### config.mk
export PLATFORM = sky130hd
export DESIGN_NAME = tlb_miss_queue_flat
export DESIGN_NICKNAME = d
export VERILOG_FILES = /design/src/rtl/tlb_miss_queue_if.sv /design/src/rtl/tlb_miss_queue.sv /design/src/flat_wrapper.sv
export SDC_FILE = /design/constraint.sdc
export NUM_CORES = 1
export LEC_CHECK = 0
export ABC_AREA = 1
export CORE_ASPECT_RATIO = 1.75
export CORE_MARGIN = 1
export CORE_UTILIZATION = 35
export DETAILED_ROUTE_END_ITERATION = 7
export MAX_ROUTING_LAYER = met4
export SYNTH_ARGS = -nofsm -noshare
export SYNTH_HDL_FRONTEND = slang
export SYNTH_SLANG_ARGS = --single-unit
export TNS_END_PERCENT = 100
### constraint.sdc
create_clock -name clk -period 9.2 [get_ports clk]
set_input_delay 1.84 -clock clk [delete_from_list [all_inputs] [get_ports clk]]
set_output_delay 1.84 -clock clk [all_outputs]
set_load 0.02 [all_outputs]
### src/rtl/tlb_miss_queue_if.sv
// ============================================================================
// Module : tlb_miss_queue_if
// Brief  : Miss-report, walker-handshake and status bundle for tlb_miss_queue.
//          Optional stat_* members exist when TLB_MISS_QUEUE_STATS_EN is defined.
// Rev    : 1.0
// ============================================================================
`default_nettype none

interface tlb_miss_queue_if #(
  parameter int DEPTH = 4
) ();
  localparam int c_CW = $clog2(DEPTH) + 1;

  logic            flush;
  logic            miss_v;
  logic [31:0]     miss_adr;
  logic [15:0]     miss_asid;
  logic [7:0]      miss_id;
  logic            ptw_req_v;
  logic            ptw_req_rdy;
  logic [31:0]     ptw_req_adr;
  logic [15:0]     ptw_req_asid;
  logic [7:0]      ptw_req_id;
  logic            ptw_done;
  logic            full;
  logic            overflow;
  logic [c_CW-1:0] count;
`ifdef TLB_MISS_QUEUE_STATS_EN
  logic [15:0]     stat_enq;
  logic [15:0]     stat_dup;
  logic [15:0]     stat_ovf;
`endif

  modport master (
    output flush, miss_v, miss_adr, miss_asid, miss_id, ptw_req_rdy, ptw_done,
    input  ptw_req_v, ptw_req_adr, ptw_req_asid, ptw_req_id, full, overflow, count
`ifdef TLB_MISS_QUEUE_STATS_EN
    , input stat_enq, stat_dup, stat_ovf
`endif
  );

  modport slave (
    input  flush, miss_v, miss_adr, miss_asid, miss_id, ptw_req_rdy, ptw_done,
    output ptw_req_v, ptw_req_adr, ptw_req_asid, ptw_req_id, full, overflow, count
`ifdef TLB_MISS_QUEUE_STATS_EN
    , output stat_enq, stat_dup, stat_ovf
`endif
  );
endinterface

`default_nettype wire

### src/rtl/tlb_miss_queue.sv
// ============================================================================
// Module : tlb_miss_queue
// Brief  : Deduplicating in-order TLB miss buffer feeding a single-outstanding
//          page-table walker. TLB_MISS_QUEUE_STATS_EN adds saturating counters.
// Rev    : 1.0
// ============================================================================
`default_nettype none

module tlb_miss_queue #(
  parameter int DEPTH        = 4,
  parameter int LOG_PAGESIZE = 13
) (
  input  logic           clk,
  input  logic           rst,
  tlb_miss_queue_if.slave bus
);
  localparam int c_PW = $clog2(DEPTH);
  localparam int c_CW = $clog2(DEPTH) + 1;
  localparam int c_VW = 32 - LOG_PAGESIZE;

  typedef enum logic [1:0] {
    S_IDLE = 2'd0,
    S_REQ  = 2'd1,
    S_WAIT = 2'd2
  } state_t;

  state_t            r_state;
  logic [DEPTH-1:0]  r_valid;
  logic [c_VW-1:0]   r_vpn  [DEPTH];
  logic [15:0]       r_asid [DEPTH];
  logic [31:0]       r_adr  [DEPTH];
  logic [7:0]        r_id   [DEPTH];
  logic [c_PW-1:0]   r_head;
  logic [c_PW-1:0]   r_tail;
  logic [c_CW-1:0]   r_count;
  logic              r_req_v;
  logic [31:0]       r_req_adr;
  logic [15:0]       r_req_asid;
  logic [7:0]        r_req_id;
  logic              r_overflow;

  logic [c_VW-1:0]   w_vpn;
  logic              w_pop;
  logic              w_full;
  logic [DEPTH-1:0]  w_hit;
  logic              w_dup;
  logic              w_new;
  logic              w_enq;
  logic              w_ovf;
  logic [DEPTH-1:0]  w_valid_nxt;
  logic [c_CW-1:0]   w_count_nxt;
  logic [c_PW-1:0]   w_tail_nxt;

  assign w_vpn  = bus.miss_adr[31:LOG_PAGESIZE];
  assign w_pop  = (r_state == S_WAIT) && bus.ptw_done;
  assign w_full = (r_count == c_CW'(DEPTH));

  // The entry retiring this cycle must not mask a fresh miss to the same page.
  generate
    for (genvar gi = 0; gi < DEPTH; gi++) begin : g_cmp
      assign w_hit[gi] = r_valid[gi]
                       && (r_vpn[gi] == w_vpn)
                       && (r_asid[gi] == bus.miss_asid)
                       && !(w_pop && (r_head == c_PW'(gi)));
    end
  endgenerate

  assign w_dup = |w_hit;
  assign w_new = bus.miss_v && !bus.flush && !w_dup;
  assign w_enq = w_new && !w_full;
  assign w_ovf = w_new && w_full;

  always_comb begin
    w_valid_nxt = r_valid;
    w_count_nxt = r_count;
    w_tail_nxt  = r_tail;
    if (bus.flush) begin
      w_valid_nxt = '0;
      w_count_nxt = '0;
      w_tail_nxt  = r_head;
      if (r_state != S_IDLE) begin
        // Head survives unless it retires now; either way the tail lands just past it.
        w_tail_nxt = r_head + 1'b1;
        if (!w_pop) begin
          w_valid_nxt[r_head] = r_valid[r_head];
          w_count_nxt         = c_CW'(1);
        end
      end
    end else begin
      if (w_pop) begin
        w_valid_nxt[r_head] = 1'b0;
      end
      if (w_enq) begin
        w_valid_nxt[r_tail] = 1'b1;
        w_tail_nxt          = r_tail + 1'b1;
      end
      w_count_nxt = r_count + {{(c_CW-1){1'b0}}, w_enq} - {{(c_CW-1){1'b0}}, w_pop};
    end
  end

  always_ff @(posedge clk or negedge rst) begin
    if (!rst) begin
      r_valid    <= '0;
      r_head     <= '0;
      r_tail     <= '0;
      r_count    <= '0;
      r_overflow <= 1'b0;
    end else begin
      r_valid    <= w_valid_nxt;
      r_tail     <= w_tail_nxt;
      r_count    <= w_count_nxt;
      r_overflow <= w_ovf;
      if (w_pop) begin
        r_head <= r_head + 1'b1;
      end
    end
  end

  always_ff @(posedge clk) begin
    if (w_enq) begin
      r_vpn[r_tail]  <= w_vpn;
      r_asid[r_tail] <= bus.miss_asid;
      r_adr[r_tail]  <= bus.miss_adr;
      r_id[r_tail]   <= bus.miss_id;
    end
  end

  // Request fields are captured on IDLE->REQ so they hold steady until accepted.
  always_ff @(posedge clk or negedge rst) begin
    if (!rst) begin
      r_state    <= S_IDLE;
      r_req_v    <= 1'b0;
      r_req_adr  <= '0;
      r_req_asid <= '0;
      r_req_id   <= '0;
    end else begin
      case (r_state)
        S_IDLE: begin
          if ((r_count != '0) && !bus.flush) begin
            r_state    <= S_REQ;
            r_req_v    <= 1'b1;
            r_req_adr  <= r_adr[r_head];
            r_req_asid <= r_asid[r_head];
            r_req_id   <= r_id[r_head];
          end
        end
        S_REQ: begin
          if (bus.ptw_req_rdy) begin
            r_state <= S_WAIT;
            r_req_v <= 1'b0;
          end
        end
        S_WAIT: begin
          if (bus.ptw_done) begin
            r_state <= S_IDLE;
          end
        end
        default: begin
          r_state <= S_IDLE;
          r_req_v <= 1'b0;
        end
      endcase
    end
  end

  assign bus.ptw_req_v    = r_req_v;
  assign bus.ptw_req_adr  = r_req_adr;
  assign bus.ptw_req_asid = r_req_asid;
  assign bus.ptw_req_id   = r_req_id;
  assign bus.full         = w_full;
  assign bus.overflow     = r_overflow;
  assign bus.count        = r_count;

`ifdef TLB_MISS_QUEUE_STATS_EN
  logic [15:0] r_stat_enq;
  logic [15:0] r_stat_dup;
  logic [15:0] r_stat_ovf;
  logic        w_dup_drop;

  assign w_dup_drop = bus.miss_v && !bus.flush && w_dup;

  always_ff @(posedge clk or negedge rst) begin
    if (!rst) begin
      r_stat_enq <= '0;
      r_stat_dup <= '0;
      r_stat_ovf <= '0;
    end else begin
      if (w_enq && (r_stat_enq != 16'hFFFF)) begin
        r_stat_enq <= r_stat_enq + 16'd1;
      end
      if (w_dup_drop && (r_stat_dup != 16'hFFFF)) begin
        r_stat_dup <= r_stat_dup + 16'd1;
      end
      if (w_ovf && (r_stat_ovf != 16'hFFFF)) begin
        r_stat_ovf <= r_stat_ovf + 16'd1;
      end
    end
  end

  assign bus.stat_enq = r_stat_enq;
  assign bus.stat_dup = r_stat_dup;
  assign bus.stat_ovf = r_stat_ovf;
`endif

endmodule

`default_nettype wire

### src/flat_wrapper.sv
// flat-port wrapper written by rule: the top's interface ports become plain ports
module tlb_miss_queue_flat 
#(
  parameter int DEPTH        = 4,
  parameter int LOG_PAGESIZE = 13
)
  (clk, rst, bus_flush, bus_miss_v, bus_miss_adr, bus_miss_asid, bus_miss_id, bus_ptw_req_rdy, bus_ptw_done, bus_ptw_req_v, bus_ptw_req_adr, bus_ptw_req_asid, bus_ptw_req_id, bus_full, bus_overflow, bus_count);
  tlb_miss_queue_if #(.DEPTH(DEPTH)) bus_i ();
  input  logic clk;
  input  logic rst;
  input wire logic [$bits(bus_i.flush)-1:0] bus_flush;
  input wire logic [$bits(bus_i.miss_v)-1:0] bus_miss_v;
  input wire logic [$bits(bus_i.miss_adr)-1:0] bus_miss_adr;
  input wire logic [$bits(bus_i.miss_asid)-1:0] bus_miss_asid;
  input wire logic [$bits(bus_i.miss_id)-1:0] bus_miss_id;
  input wire logic [$bits(bus_i.ptw_req_rdy)-1:0] bus_ptw_req_rdy;
  input wire logic [$bits(bus_i.ptw_done)-1:0] bus_ptw_done;
  output wire logic [$bits(bus_i.ptw_req_v)-1:0] bus_ptw_req_v;
  output wire logic [$bits(bus_i.ptw_req_adr)-1:0] bus_ptw_req_adr;
  output wire logic [$bits(bus_i.ptw_req_asid)-1:0] bus_ptw_req_asid;
  output wire logic [$bits(bus_i.ptw_req_id)-1:0] bus_ptw_req_id;
  output wire logic [$bits(bus_i.full)-1:0] bus_full;
  output wire logic [$bits(bus_i.overflow)-1:0] bus_overflow;
  output wire logic [$bits(bus_i.count)-1:0] bus_count;
  assign bus_i.flush = bus_flush;
  assign bus_i.miss_v = bus_miss_v;
  assign bus_i.miss_adr = bus_miss_adr;
  assign bus_i.miss_asid = bus_miss_asid;
  assign bus_i.miss_id = bus_miss_id;
  assign bus_i.ptw_req_rdy = bus_ptw_req_rdy;
  assign bus_i.ptw_done = bus_ptw_done;
  assign bus_ptw_req_v = bus_i.ptw_req_v;
  assign bus_ptw_req_adr = bus_i.ptw_req_adr;
  assign bus_ptw_req_asid = bus_i.ptw_req_asid;
  assign bus_ptw_req_id = bus_i.ptw_req_id;
  assign bus_full = bus_i.full;
  assign bus_overflow = bus_i.overflow;
  assign bus_count = bus_i.count;
  tlb_miss_queue #(.DEPTH(DEPTH), .LOG_PAGESIZE(LOG_PAGESIZE)) u_core (.clk(clk), .rst(rst), .bus(bus_i));
endmodule
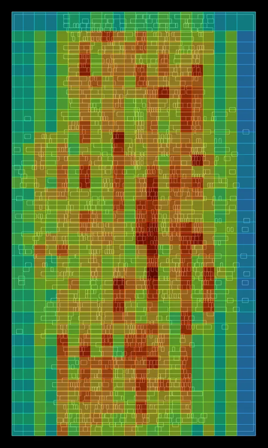
Figure 1: routing congestion map.
GR met2 Demand/Resource: 32.4%
GR met3 Demand/Resource: 2.26%
final core occ: 42.3%
layer with the highest usage: met2

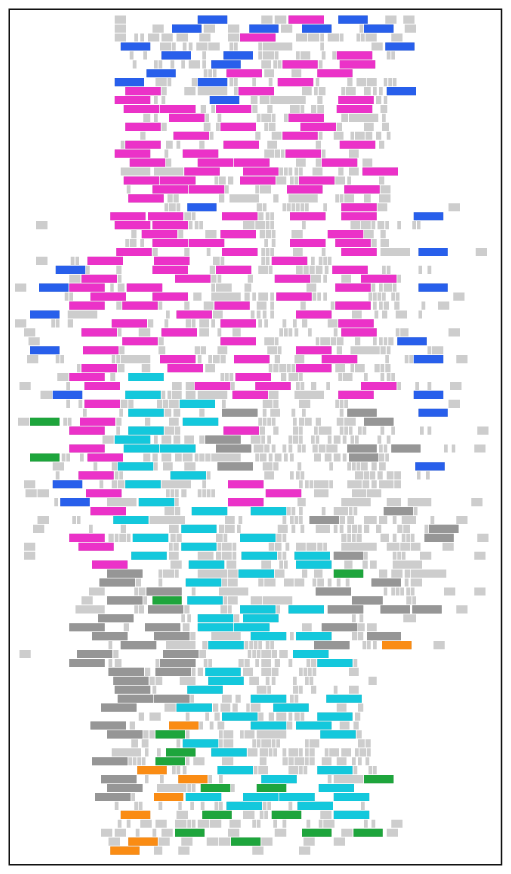
Figure 2: sequential cells grouped by signal name.
Other sequential cells in the stronger grey, the rest of the logic in the fainter grey.
legend:
  u_core.r_asid:
    colour: cyan
    placed_flops: 64
  u_core.bus.ptw_req_adr:
    colour: blue
    placed_flops: 32
  u_core.bus.ptw_req_asid:
    colour: green
    placed_flops: 16
  u_core.bus.ptw_req_id:
    colour: orange
    placed_flops: 8
  u_core.r_adr:
    colour: magenta
    placed_flops: 124
not coloured: 51
Seq/total area: 53.6%
Seq group: 1830 uW
Register Area: 8510 sq um

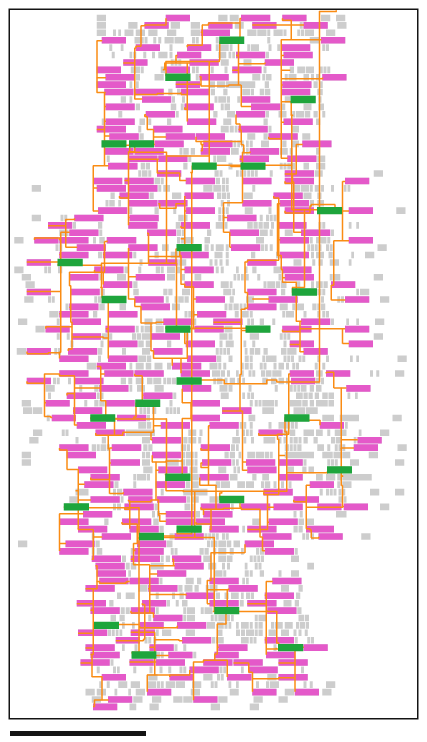
Figure 3: clock distribution.
Scale bar: 50 um.
legend:
  flip-flops:
    colour: magenta
    count: 295
  clock wires:
    colour: orange
    length: 3800 um
  cells driving clock nets:
    colour: green
    count: 28
routed clock nets: 29
Worst Skew: 0.0156 ns
clock group share of total power: 26.4%
clk ins delay skew pair: 0.56 ns
P_clk: 1230 uW

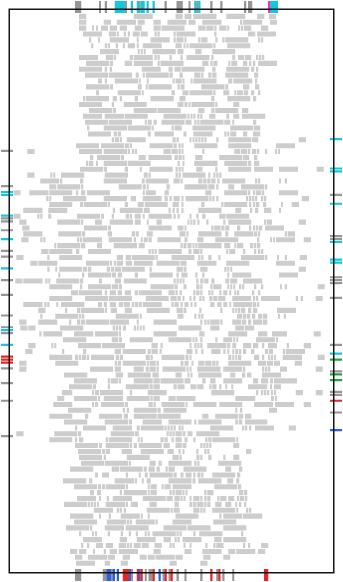
Figure 4: I/O pins on the die edge.
Pins as bars across the die edge, other pins in grey.
legend:
  bus_count:
    colour: green
    pins: 3
    direction: output
    edge: east
  bus_ptw_req_id:
    colour: blue
    pins: 8
    direction: output
    edge: 7 south, 1 east
  bus_ptw_req_asid:
    colour: red
    pins: 16
    direction: output
    edge: 12 south, 3 west, 1 east
  clk:
    colour: magenta
    pins: 1
    direction: input
    edge: north
  bus_ptw_req_adr:
    colour: cyan
    pins: 32
    direction: output
    edge: 17 north, 8 east, 7 west
all pins by edge: 37 south, 36 north, 26 west, 25 east
Port Buffer Count: 123
DIE HEIGHT: 260 um
Chip Width: 149 um

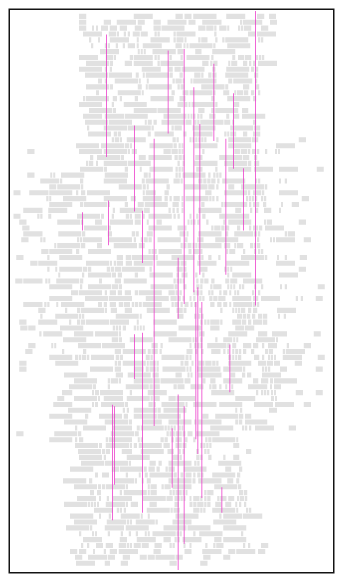
Figure 5: metal 4.
Cells faint in the background.
wire length on this layer: 1550 um
longest straight run: 136 um
share of all routed wire: 4.6%
drt total wl: 33900 um
vias: 9109

==> impl_metrics.ini <==
; generated from flow reports
[outcome]
status = completed

[worst_setup_path]
startpoint = bus_miss_adr[18]
crit_end = u_core.r_asid[3][4]
path_delay_family = buffers and inverters
cp.depth = 11
critPathMostFrequentCell = nor2_1
reg2reg_to = u_core.r_asid[3][4]
critPathSlowestCell = clkdlybuf4s50_1
startpoint_type = primary input
crit_type = primary input to flop
reg2reg_slack_ns = 5.68
crit_buf_inv = 3
reg2regPathDepth = 13
worst_path_largest_cell_delay_ns = 0.70
worst_ep_arrival_time_ns = 4.57
worst-path-max-fanout = 36
end_kind = flop
path_cells = clkdlybuf4s50_1 > xor2_1 > nor2_1 > nand2_1 > nor2_1 > nand3_1 > nor2_2 > nor2_4 > nand4_1 > inv_2 > buf_4
required_ns = 9.39
reg2reg_from = u_core.r_head[1]

[synthesis]
ys_types = 35
yosysMostFrequentCell = nand2_1
yosys_warnings = 0
ys.flop_type = edfxtp_1
ys_seq_share_pct = 63.9
simple_gate_share_pct = 15.1
synthCells = 1259
synth-area-yosys_sq_um = 13300
top_logic_kind = simple AND/OR/NAND/NOR gates
synthXorXnorAreaFrac_pct = 7.96
synthMuxAreaShare_pct = 0
ys_cells = 1259
synthArstFlopShare_pct = 24.1
ys_seq_elements = 295
synth_area_sq_um = 13300
syn_nets = 1332
synthTopCellsByArea = edfxtp_1 (51%), dfrtp_1 (13%), nand2_1 (8.3%)
syn_area_per_cell_sq_um = 10.6
edf_count = 224
ys_sh_aoi_pct = 7.82
synth_top_area_share_pct = 50.5
yosys.area_share.adder_pct = 1.09
top_area_cell = edfxtp_1
common_cells = nand2_1 (296), edfxtp_1 (224), nor2_1 (163)

[floorplanning]
rows = 94
num_io_pins = 124
core_area_sq_um = 37500
fp_util_pct = 35.5
dieArea_sq_um = 38800

[pwr]
switching_share_pct = 35.9
p_leak_uw = 0.00603
p_comb_uw = 1590
seqPwrFrac_pct = 39.4
p_sw_uw = 1670
maxPowerGroup = registers
power_density_nw_per_um2 = 293
p_comb_share_pct = 34.2
total_power_uw = 4650
p_int_uw = 2980
peakVddDrop_mv = 0.142

[finish]
areaGrowthSynthToFinish_pct = 19.4
fillers = 3496
layout-drive-gt1-share_pct = 6.05
lay_top_count = nand2_1
nets = 1423
final_cell_mix = nand2_1 (296), edfxtp_1 (224), nor2_1 (163), o21ai_0 (125), clkdlybuf4s50_1 (122)
final_area_sq_um = 15900

[clocking]
cts_setup_buffers = 0
cts-root-buf = clkbuf_16
postCtsHoldBufs = 0
clkTransAtPathRegs_ns = 0.06
numCtsBuffers = 28
htree_levels = 1
cts_tree = done
clock-sinks = 295
postCtsResizedCells = 0
clockBufferDepth = 3

[drt]
viasPerCell = 4.92
drc = 0
drt_iter0_markers = 538
wl_per_cell_um = 18.3
drtAntennaViolNets = 0
drtPass1Iterations = 4

[placement]
post-dp-hpwl_um = 21500
post_dp_cell_area_sq_um = 14900
dpl_worst_slack_ns = 4.21
gp_congestion = 0.855

[global_routing]
grt_start_max_net_pins = 107
overflow = 0
antenna_found_initial = 2
grt_pass1_vias = 9416
grt_pass1_wl_um = 52300
track_usage_pct = 18.3

[hold_path]
hold_end = u_core.bus.ptw_req_id[6]
min_path_type = flop to flop
min_path_cells = 2
hp-start = u_core.bus.ptw_req_id[6]

[timing]
tightest_slew_ns = 1.08
final-setup-viol-count = 0
timing.slew.headroom_pct = 27.9
max_freq_mhz = 228
fin_crit_ns = 4.38
min_period_over_period_pct = 47.6
slew_viol_final = 0
hold_viol_final = 0
finalSetupTns_ns = 0
setup_slack_ns = 4.82
rsz0062_at_grt = no

[flow_run]
openroad.warnings = 34
cap_violations = 0
==> layout make-up <==
cell class / count / area (sq um) / area share, %
Tap cell: 480 / 601 / 3.78
Clock buffer: 36 / 792 / 4.99
Antenna cell: 2 / 5.00 / 0.0315
Timing Repair Buffer: 133 / 1300 / 8.21
Sequential cell: 295 / 8510 / 53.6
Clock inverter: 15 / 185 / 1.17
Multi-Input combinational cell: 830 / 4260 / 26.8
Inverter: 62 / 236 / 1.49
==> per-stage QoR <==
step / hold WS (ns) / instances
CTS: 0.474 / 1851
global placement: 0.454 / 1800
global route: 0.491 / 1853
floorplan: 0.545 / 1259
finish: 0.470 / 1853
detailed placement: 0.458 / 1800
==> flip-flops by register name, indices dropped and copies added, names as in the netlist <==
| signal | cells |
|---|---|
| u_core.r_tail | 2 |
| u_core.r_state | 2 |
| u_core.r_asid | 64 |
| u_core.bus.ptw_req_v | 1 |
| u_core.bus.count | 3 |
| u_core.bus.ptw_req_id | 8 |
| u_core.bus.overflow | 1 |
| u_core.r_id | 32 |
| u_core.r_vpn | 4 |
| u_core.r_valid | 4 |
| u_core.bus.ptw_req_asid | 16 |
| u_core.r_adr | 124 |
| u_core.r_head | 2 |
| u_core.bus.ptw_req_adr | 32 |
==> routing by layer <==
metal	wire, um	GRT usage (%)
met5	0	-
met4	1550	9.44
met3	1310	2.26
met2	17800	32.4
met1	13200	19.8
==> worst reg2reg max path, stage by stage, from the launching register on <==
cell	delay (ns)
dfrtp_2	0.34
buf_4	0.56
ha_1	0.32
nand4_1	0.11
nand2_1	0.11
inv_1	0.05
nand3_1	0.06
nor2_1	0.05
nand3_1	0.08
nand2_2	0.07
nor2_4	0.14
nand4_1	0.16
inv_2	0.47
buf_4	0.60
No activity file was given, so power comes from the tool's default toggle rates.
